--- src/rtl/mips_pkg.sv ---
// Shared MIPS datapath constants: immediate/word widths and the
// extension-select encoding used by the registered path of sign_ext.
package mips_pkg;

    localparam int IMM_W  = 16;
    localparam int WORD_W = 32;

    localparam logic [1:0] EXT_SEXT = 2'b00;
    localparam logic [1:0] EXT_ZEXT = 2'b01;
    localparam logic [1:0] EXT_LUI  = 2'b10;
    localparam logic [1:0] EXT_BR   = 2'b11;

endpackage

--- src/rtl/sign_ext_core.sv ---
// Combinational generation of the four immediate-extension views
// (sign, zero, upper-immediate, branch offset) from one raw immediate.
module ext_core
    import mips_pkg::*;
#(
    parameter int IN_W  = IMM_W,
    parameter int OUT_W = WORD_W
) (
    input  logic [IN_W-1:0]  imme,
    output logic [OUT_W-1:0] sext,
    output logic [OUT_W-1:0] zext,
    output logic [OUT_W-1:0] lui,
    output logic [OUT_W-1:0] br
);

    localparam int PAD_W = OUT_W - IN_W;

    // Continuous assigns keep X on imme visible on every view.
    assign sext = {{PAD_W{imme[IN_W-1]}}, imme};
    assign zext = {{PAD_W{1'b0}}, imme};
    assign lui  = {imme, {PAD_W{1'b0}}};
    assign br   = {{(PAD_W-2){imme[IN_W-1]}}, imme, 2'b00};

endmodule

--- src/rtl/sign_ext.sv ---
// Immediate-extension unit: combinational extension views plus an optional
// op-selected capture register for pipelined datapaths.
module sign_ext
    import mips_pkg::*;
#(
    parameter int IN_W  = IMM_W,
    parameter int OUT_W = WORD_W
) (
    input  logic             clk,
    input  logic             rst_n,
    input  logic [IN_W-1:0]  imme,
    output logic [OUT_W-1:0] out,
    output logic [OUT_W-1:0] zext_out,
    output logic [OUT_W-1:0] lui_out,
    output logic [OUT_W-1:0] br_off,
    input  logic [1:0]       ext_op,
    input  logic             load_en,
    output logic [OUT_W-1:0] out_q,
    output logic             out_q_valid
);

    logic [OUT_W-1:0] sel_val;

    ext_core #(
        .IN_W  (IN_W),
        .OUT_W (OUT_W)
    ) u_ext_core (
        .imme (imme),
        .sext (out),
        .zext (zext_out),
        .lui  (lui_out),
        .br   (br_off)
    );

    always_comb begin
        sel_val = out;
        case (ext_op)
            EXT_SEXT: sel_val = out;
            EXT_ZEXT: sel_val = zext_out;
            EXT_LUI:  sel_val = lui_out;
            EXT_BR:   sel_val = br_off;
            default:  sel_val = out;
        endcase
    end

    always_ff @(posedge clk or negedge rst_n) begin
        if (!rst_n) begin
            out_q       <= '0;
            out_q_valid <= 1'b0;
        end else if (load_en) begin
            out_q       <= sel_val;
            out_q_valid <= 1'b1;
        end
    end

endmodule

--- config.mk ---
export PLATFORM = sky130hd
export DESIGN_NAME = sign_ext
export DESIGN_NICKNAME = d
export VERILOG_FILES = /design/src/rtl/mips_pkg.sv /design/src/rtl/sign_ext_core.sv /design/src/rtl/sign_ext.sv
export SDC_FILE = /design/constraint.sdc
export NUM_CORES = 1
export LEC_CHECK = 0
export ABC_AREA = 1
export CORE_AREA = 2 2 87 89
export CTS_BUF_LIST = sky130_fd_sc_hd__clkbuf_4 sky130_fd_sc_hd__clkbuf_8
export CTS_CLUSTER_SIZE = 25
export DETAILED_ROUTE_END_ITERATION = 10
export DIE_AREA = 0 0 89 91
export GPL_TIMING_DRIVEN = 1
export HOLD_SLACK_MARGIN = 0.02
export PLACE_DENSITY = 0.88
export SLEW_MARGIN = 30
export SYNTH_ARGS = -nofsm -noshare
export SYNTH_HDL_FRONTEND = slang
export SYNTH_SLANG_ARGS = --single-unit
--- constraint.sdc ---
create_clock -name clk -period 1 [get_ports clk]
set_input_delay 0.1 -clock clk [delete_from_list [all_inputs] [get_ports clk]]
set_output_delay 0.1 -clock clk [all_outputs]
set_load 0.03 [all_outputs]
==> flow_metrics.py <==
# Flow results
metrics = {
    "clock_network": {
        "clk_path_buf_depth": 2,
        "cts_tree": "built",
        "root_buffer": "clkbuf_8",
        "cts_buffers": 5,
        "clk_latency_ns": 0.29,
        "htree_levels": 2,
        "clkTransAtPathRegs_ns": 0.07,
        "cts_sinks": 33,
    },
    "placement": {
        "place_area_mm2": 0.00324,
        "post-dp-hpwl_mm": 5.05,
        "port_buffers": 147,
        "globalplace.congestion": 0.802,
        "dp.cells": 490,
    },
    "grt": {
        "grt_pass1_vias": 1951,
        "grtUsageTotal_pct": 15.2,
        "antenna_found_initial": 0,
        "grt_pass1_wl_mm": 9.54,
        "grt_max_degree": 21,
        "gr-total-overflow": 0,
    },
    "flow_run": {
        "warning_count": 27,
        "maxCapViolations": 0,
    },
    "final_timing": {
        "finalCriticalPeriod_ns": 0.978,
        "fmax_ghz": 1.02,
        "rsz0062_at_grt": "yes",
        "drv_slew": 0,
        "hold_viol": 0,
        "fin_worst_skew_ns": 0,
        "fin_crit_sh_pct": 97.8,
        "finalSetupViolCount": 0,
    },
    "detailed_routing": {
        "dr.first_iter.drc_count": 120,
        "wire_per_inst_um": 12.9,
        "detail_route.first_pass.iterations": 4,
        "drc": 0,
        "viasPerCell": 4.47,
        "routed_wl_mm": 6.50,
        "vias": 2246,
        "antenna_left": 0,
    },
    "status": {
        "status": "finished clean",
    },
    "finish": {
        "layout_top_cells": "buf_4 (144), nand2_1 (66), nand3_1 (34), conb_1 (34), dfrtp_1 (33)",
        "final_nets": 423,
        "n_antenna_cell": 0,
        "final_area_mm2": 0.00335,
        "drive_gt1_share_pct": 41.9,
        "final_cells": 502,
        "synthToLayoutAreaGrowth_pct": 33.3,
        "lay_top_count": "buf_4",
        "fillers": 685,
    },
    "critical_path": {
        "critPathCaptureType": "primary output",
        "crit_path_start_kind": "primary input",
        "crit_arrival_ns": 0.88,
        "critPathMaxFanout": 7,
        "path_class": "primary input to primary output",
        "required_ns": 0.90,
    },
    "synthesis": {
        "topCellsByArea": "buf_4 (39%), dfrtp_1 (33%), nand2_1 (9.8%)",
        "yosysSeqAreaShare_pct": 32.8,
        "yosys-stat-area_mm2": 0.00252,
        "synth.cell_area_mm2": 0.00252,
        "ys_cells": 326,
        "logic_family": "buffers and inverters",
        "synth_flops": 33,
        "netlist_instances": 326,
        "top_area_cell": "buf_4",
        "synth_cell_type_count": 16,
        "synthAoiAreaFrac_pct": 5.97,
        "synth.yosys.warnings": 0,
        "ys_sh_simple_pct": 19.1,
        "synth_area_per_cell_um2": 7.72,
        "synthMuxAreaShare_pct": 0,
        "synth_top_area_share_pct": 39.1,
        "ys_sh_adder_pct": 0,
        "xor_area_share_pct": 0,
    },
    "pwr": {
        "powerDensity_mw_per_mm2": 1420,
        "leakagePower_nw": 1.85,
        "max-vdd-ir-drop_uv": 769,
    },
    "floorplan": {
        "die_x_um": 89,
        "core_region_area_mm2": 0.00714,
        "num_rows": 31,
        "chip_area_mm2": 0.00810,
        "pin_count": 182,
        "fp.dieH_um": 91,
        "initCoreUtil_pct": 35.3,
    },
    "min_path": {
        "hold_path_class": "primary input to register",
    },
}
[synthesized netlist by cell type]
library cell / instances
inv_1: 3
clkbuf_1: 1
nand3_1: 34
o21ai_0: 2
or2_2: 1
buf_1: 2
dfrtp_1: 33
conb_1: 1
buf_6: 1
clkbuf_2: 1
nor2_1: 15
a21oi_1: 28
nand2_1: 66
buf_4: 131
buf_2: 6
inv_2: 1
[report_power, final]
part           internal, mW  switching, mW  total, mW
sequential             1.47          0.111       1.58
clock                 0.622          0.501       1.12
combinational         0.746           1.32       2.06
total                  2.84           1.93       4.77
[path summary, 6_finish.rpt]
path | start | endpoint | slack, ns | cells past startpoint
max | imme[2] | lui_out[18] | 0.02 | 3
min | load_en | out_q_valid | 0.16 | 2
max reg2reg | out_q[27] | out_q[27] | 0.23 | 3
min reg2reg | out_q_valid | out_q_valid | 0.47 | 1
max in group asynchronous | rst_n | out_q[13] | 0.31 | 3
min in group asynchronous | rst_n | out_q[1] | 0.26 | 2
[metal layers]
metal,routed length (um),track usage (%),vias to the layer above
li1,-,-,1019
met1,2500,18.3,1052
met2,3210,26.0,158
met3,692,3.91,17
met4,97,4.85,0
met5,0,0,-
[logic make-up (layout without fill, tap and decap cells)]
logic type,count (synthesis),after routing
DFF,33,33
other,1,34
and+or+nand+nor,116,116
AOI/OAI and AO/OA,30,30
buffers and inverters,146,190
[sequential cells by signal, summed over array words and instances (netlist names)]
| name | flops |
|---|---|
| out_q | 32 |
| out_q_valid | 1 |
[stage by stage]
stage | setup WS (ns) | total power [mW] | utilization [%] | hold slack [ns] | TNS, ns
after floorplan | 0.108 | 3.07 | - | -0.196 | 0
after global placement | -0.358 | 3.65 | 45.4 | 0.0253 | -20.99
after detailed placement | -0.384 | 3.68 | 45.4 | 0.0356 | -23.08
after CTS | 0.0109 | 4.78 | 46.7 | 0.253 | 0
after global routing | -0.0120 | 4.98 | 47.0 | 0.162 | -0.0398
final | 0.0221 | 4.77 | 47.0 | 0.161 | 0
[final cells by class]
type,instances,area [um2],area share [%]
multi-input combinational,180,758,22.6
inverter,4,15.0,0.448
timing repair buffer,178,1530,45.6
tap,99,124,3.69
clock inverter,1,5.00,0.149
clock buffer,7,96.3,2.87
sequential,33,826,24.6
[critical path, cell delays in order]
cell	delay, ns
clkdlybuf4s50_1	0.45
buf_4	0.16
buf_4	0.17
[repair_timing]
action / CTS / global route
cloned: 0 / 0
hold endpoints to repair: 13 / 0
hold buffers: 1 / 0
setup buffers: 0 / 3
gates resized: 19 / 1
setup endpoints to repair: 116 / 16
Fig. 1: PDN straps and rails
The bar under the picture is 20 um long. Pins as bars on the die edge.
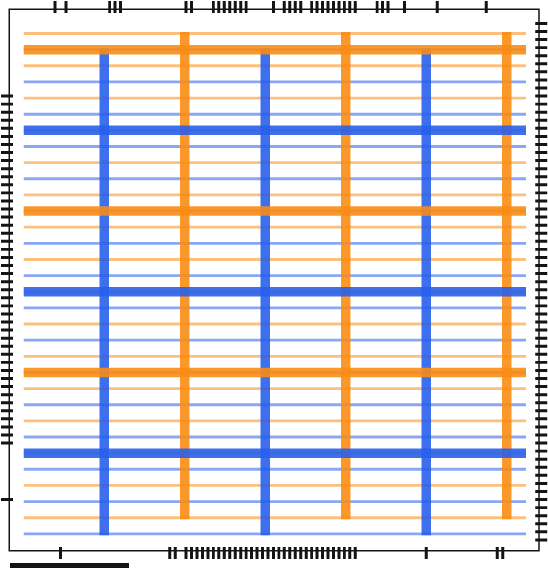
| net | color |
|---|---|
| VDD | orange |
| VSS | blue |
rows: 31
met4 straps: 6
met5 straps: 6

Fig. 2: cells colored by class
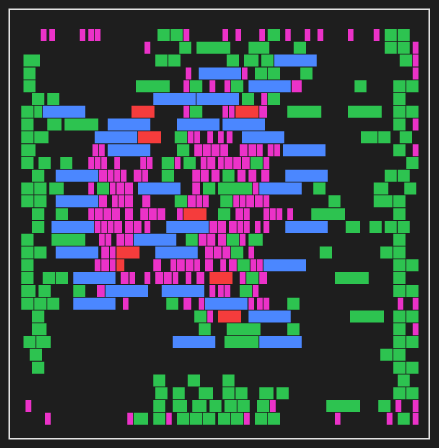
| class | color | cells |
|---|---|---|
| other buffers and delay cells | green | 178 |
| all other logic | magenta | 184 |
| clock drivers and dummy loads | red | 8 |
| flops | blue | 33 |

Fig. 3: clock wires, drivers and flops
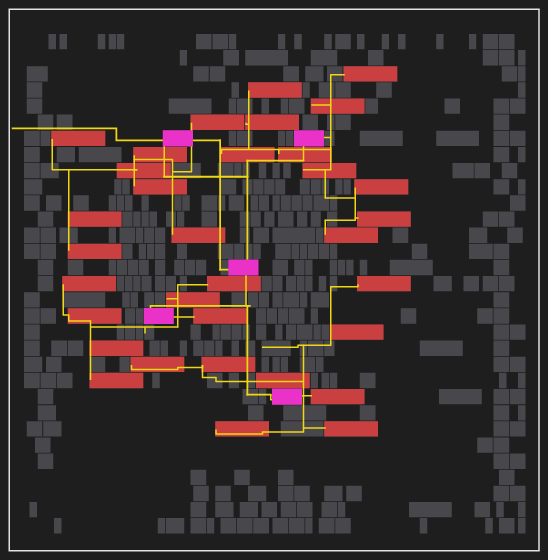
[clock wires] yellow | length: 460 um
[cells driving clock nets] magenta | count: 5
[flip-flops] red | count: 33
routed clock nets: 6

Fig. 4: wiring by layer
The bar under the picture is 20 um long.
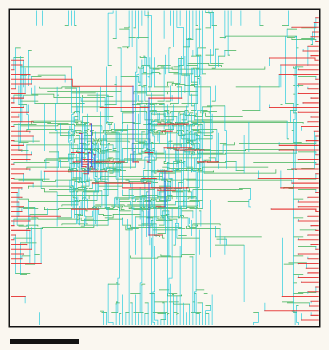
| layer | color | wire length |
|---|---|---|
| met3 | red | 692 um |
| met2 | cyan | 3210 um |
| met4 | blue | 97.2 um |
| met1 | green | 2500 um |

Fig. 5: routing congestion map
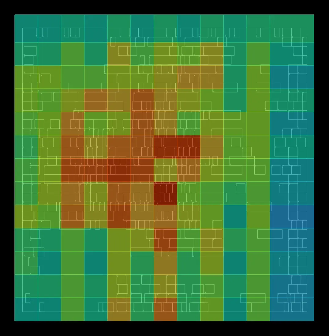
routing usage on met3: 3.91%
Final Core Density: 47.0%

Power is estimated from default activity; no workload was simulated.
